<file path="src/rtl/sync_fifo.sv">
// Single-clock FIFO, any integer depth, registered-read or first-word-fall-through output.
// Latency: write visible to flags at the accepting edge; FWFT=0 read data one edge after accept, FWFT=1 data follows head.
// Backpressure: writes while full are dropped (overflow), reads while empty are ignored (underflow); both sticky.
module sync_fifo #(
    parameter int WIDTH     = 8,
    parameter int DEPTH     = 16,
    parameter int FWFT      = 0,
    parameter int AF_THRESH = DEPTH - 2,
    parameter int AE_THRESH = 2
) (
    input  logic                       clk,
    input  logic                       aresetn,
    input  logic                       flush,
    input  logic                       clr_err,
    input  logic                       w_enable,
    input  logic [WIDTH-1:0]           w_data,
    input  logic                       r_enable,
    output logic [WIDTH-1:0]           r_data,
    output logic                       r_valid,
    output logic                       full,
    output logic                       empty,
    output logic                       almost_full,
    output logic                       almost_empty,
    output logic [$clog2(DEPTH+1)-1:0] level,
    output logic                       overflow,
    output logic                       underflow
);

    localparam int PW = $clog2(DEPTH);
    localparam int LW = $clog2(DEPTH + 1);

    localparam logic [PW-1:0] PTR_LAST = PW'(DEPTH - 1);
    localparam logic [LW-1:0] LVL_FULL = LW'(DEPTH);
    localparam logic [LW-1:0] AF_LVL   = LW'(AF_THRESH);
    localparam logic [LW-1:0] AE_LVL   = LW'(AE_THRESH);

    logic [WIDTH-1:0] mem [DEPTH];
    logic [PW-1:0]    wptr;
    logic [PW-1:0]    rptr;

    logic wr_acc;
    logic rd_acc;
    logic ovf_set;
    logic unf_set;

    // Flags are pure decodes of the registered occupancy, so they never glitch.
    assign full         = (level == LVL_FULL);
    assign empty        = (level == '0);
    assign almost_full  = (level >= AF_LVL);
    assign almost_empty = (level <= AE_LVL);

    // Flush swallows the cycle's requests entirely, including their error side effects.
    assign wr_acc  = w_enable && !full  && !flush;
    assign rd_acc  = r_enable && !empty && !flush;
    assign ovf_set = w_enable &&  full  && !flush;
    assign unf_set = r_enable &&  empty && !flush;

    // Storage array is deliberately left unreset; only accepted writes touch it.
    always_ff @(posedge clk) begin
        if (wr_acc) begin
            mem[wptr] <= w_data;
        end
    end

    // Pointers wrap by explicit compare so non-power-of-two depths work.
    always_ff @(posedge clk or negedge aresetn) begin
        if (!aresetn) begin
            wptr <= '0;
            rptr <= '0;
        end else if (flush) begin
            wptr <= '0;
            rptr <= '0;
        end else begin
            if (wr_acc) begin
                wptr <= (wptr == PTR_LAST) ? '0 : wptr + 1'b1;
            end
            if (rd_acc) begin
                rptr <= (rptr == PTR_LAST) ? '0 : rptr + 1'b1;
            end
        end
    end

    // Occupancy moves only when exactly one side is accepted.
    always_ff @(posedge clk or negedge aresetn) begin
        if (!aresetn) begin
            level <= '0;
        end else if (flush) begin
            level <= '0;
        end else begin
            case ({wr_acc, rd_acc})
                2'b10:   level <= level + 1'b1;
                2'b01:   level <= level - 1'b1;
                default: level <= level;
            endcase
        end
    end

    // Sticky error flags: a new event beats a same-cycle clear; flush leaves them alone.
    always_ff @(posedge clk or negedge aresetn) begin
        if (!aresetn) begin
            overflow  <= 1'b0;
            underflow <= 1'b0;
        end else if (!flush) begin
            if (ovf_set) begin
                overflow <= 1'b1;
            end else if (clr_err) begin
                overflow <= 1'b0;
            end
            if (unf_set) begin
                underflow <= 1'b1;
            end else if (clr_err) begin
                underflow <= 1'b0;
            end
        end
    end

    generate
        if (FWFT != 0) begin : g_fwft
            // Head of queue is presented directly; zeroed when nothing is stored.
            assign r_data  = empty ? '0 : mem[rptr];
            assign r_valid = !empty;
        end else begin : g_reg
            // Registered read: data captured on accept, valid pulses for one cycle.
            always_ff @(posedge clk or negedge aresetn) begin
                if (!aresetn) begin
                    r_data  <= '0;
                    r_valid <= 1'b0;
                end else if (flush) begin
                    r_valid <= 1'b0;
                end else begin
                    r_valid <= rd_acc;
                    if (rd_acc) begin
                        r_data <= mem[rptr];
                    end
                end
            end
        end
    endgenerate

endmodule

</file>
<file path="config.mk">
export PLATFORM = sky130hd
export DESIGN_NAME = sync_fifo
export DESIGN_NICKNAME = d
export VERILOG_FILES = /design/src/rtl/sync_fifo.sv
export SDC_FILE = /design/constraint.sdc
export NUM_CORES = 1
export LEC_CHECK = 0
export CORE_UTILIZATION = 64
export CTS_CLUSTER_DIAMETER = 60
export CTS_CLUSTER_SIZE = 10
export DETAILED_ROUTE_END_ITERATION = 8
export GPL_ROUTABILITY_DRIVEN = 1
export PLACE_DENSITY = 0.87
export SYNTH_ARGS = -nofsm -noshare
export SYNTH_HDL_FRONTEND = slang
export SYNTH_SLANG_ARGS = --single-unit
</file>
<file path="constraint.sdc">
create_clock -name clk -period 4.7 [get_ports clk]
set_input_delay 0.705 -clock clk [delete_from_list [all_inputs] [get_ports clk]]
set_output_delay 0.705 -clock clk [all_outputs]
set_load 0.05 [all_outputs]
</file>
### Placed standard cells

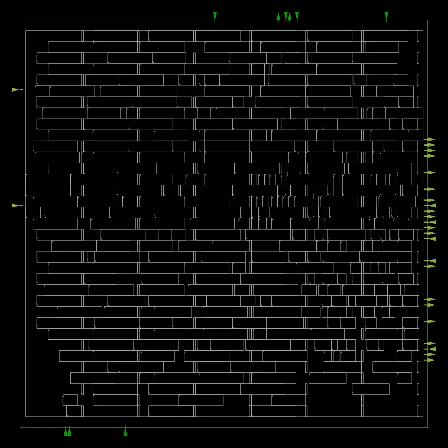
FILL cells: 493
utilization of the core after routing: 77.1%
Tap Count: 129
sequential share of cell area: 61.8%
flip-flops: 152

### The metal 2 layer

Drawn at 4 px/µm.
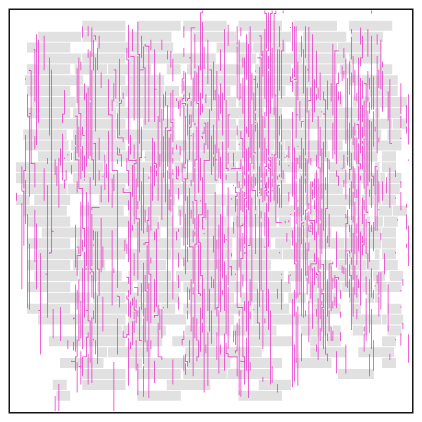
- nets with wire on the layer: 369
- share of all routed wire: 52%
- main direction: vertical
- wire length on this layer: 6670 µm
via count: 3415
Total Wirelength: 12.8 mm
met2 usage in global routing: 44.9%

### Pin placement

Drawn at 4 px/µm. Pins as bars across the die edge, other pins in gray.
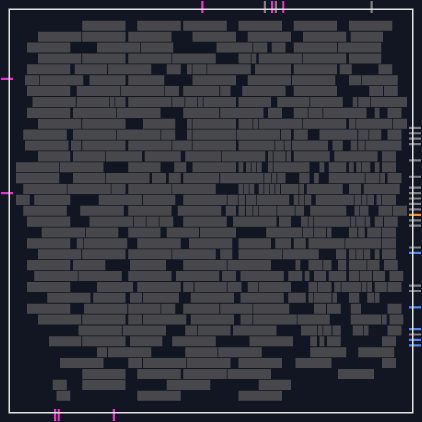
- blue: level (pins 5; direction output; edge right)
- orange: overflow (pins 1; direction output; edge right)
- magenta: w_data (pins 8; direction input; edge 3 top, 3 bottom, 2 left)
- all pins by edge: 23 right, 6 top, 3 bottom, 2 left
Vert. Die Dim: 101 µm
quantity of I/O buffers inserted on ports: 33
die width: 101 µm

==> results.rst <==
Metrics
=======

.. list-table::
   :header-rows: 1

   * - Metric
     - Value
   * - Power Clock
     - 1.22 mW
   * - Combinational fraction of design power
     - 26.7%
   * - Top flip-flop cell by instance count after synthesis
     - edfxtp_1
   * - Count of cells along the worst register-to-register path
     - 5
   * - Worst hold margin
     - 483 ps
   * - Bufs w/o clock
     - 38
   * - Most frequently placed logic cells in the final layout
     - edfxtp_1, nor2_1, clkdlybuf4s50_1
   * - Placeable core area
     - 0.00933 mm²
   * - Total design power
     - 4.00 mW
   * - Crit path from
     - level[2]$_DFFE_PN0P_
   * - Total length of routed met2 wires
     - 6.67 mm
   * - Largest net degree at the start of global routing
     - 37
   * - Basic Gates by Area
     - 5.64%
   * - Number of buffers between clock root and the deepest sink
     - 2
   * - Sequential fraction of design power
     - 42.8%
   * - Fraction of final layout cells sized beyond drive strength 1
     - 18.8%
   * - Net count of the mapped netlist
     - 368
   * - Global routing usage on met1
     - 36.6%
   * - End point of the critical path
     - empty
   * - Setup violators final
     - 0
   * - Final weighted congestion of routability-driven global placement
     - 0.808
   * - Min-delay worst type
     - register to register
   * - Met3 routing resource usage after global routing
     - 7.00%
   * - XORs/XNORs by Area
     - 0.705%
   * - Slew at the pin with the worst max-slew slack
     - 1130 ps
   * - Status
     - completed
   * - Leakage power figure
     - 2.38 nW
   * - Fraction of synthesized area in multiplexers
     - 14.9%
   * - Minimum clock period after layout
     - 3300 ps
   * - Largest registers
     - mem x128, r_data x8, level x5
   * - Area delta synth->final
     - 15.8%
   * - Most frequent cells after synthesis
     - edfxtp_1, nor2_1, mux4_2
   * - Proportion of power drawn by the clock network
     - 30.4%
   * - Metal3 WL
     - 834 µm
   * - Area share, top type
     - 61.9%
   * - CTS Hold Buffers Added
     - 0
   * - Core Rows
     - 35
   * - Count of routing violations after the opening detailed-route iteration
     - 377
   * - R2R Setup Slk
     - 1940 ps
   * - Slew headroom
     - 24.2%
### Routed metal, one color a layer

Drawn at 4 px/µm. Only two layers are drawn.
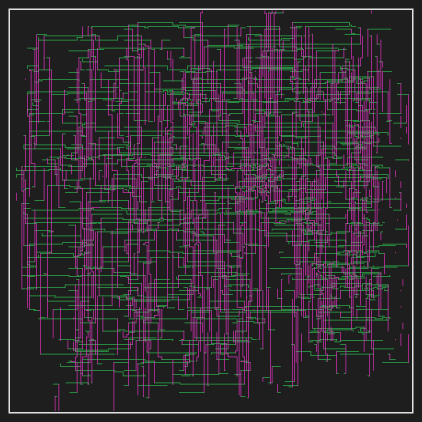
- magenta: metal 2 (wire length 6670 µm)
- green: metal 1 (wire length 4930 µm)
overall global routing resource usage: 28.0%
Avg WL per Cell: 24.3 µm

### Layout detail

Window x 30 to 70, y 30 to 70 µm. Cells in gray, sequential cells in the stronger gray; small squares are vias.
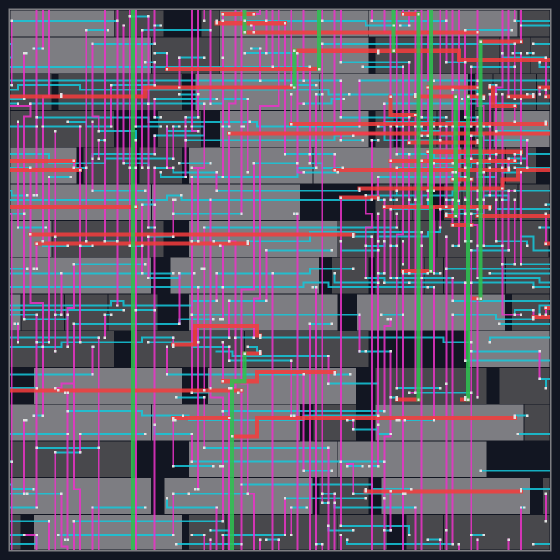
- red: metal 3
- cyan: metal 1
- magenta: metal 2
- green: metal 4
- cells with their middle in the window: 88
- most frequent: edfxtp_1 (26), nor2_1 (12), mux4_2 (8)
- netlist names of flops here include: mem (26), r_data (2)
- sequential cells in the window: 29

Power is estimated from default activity; no workload was simulated.
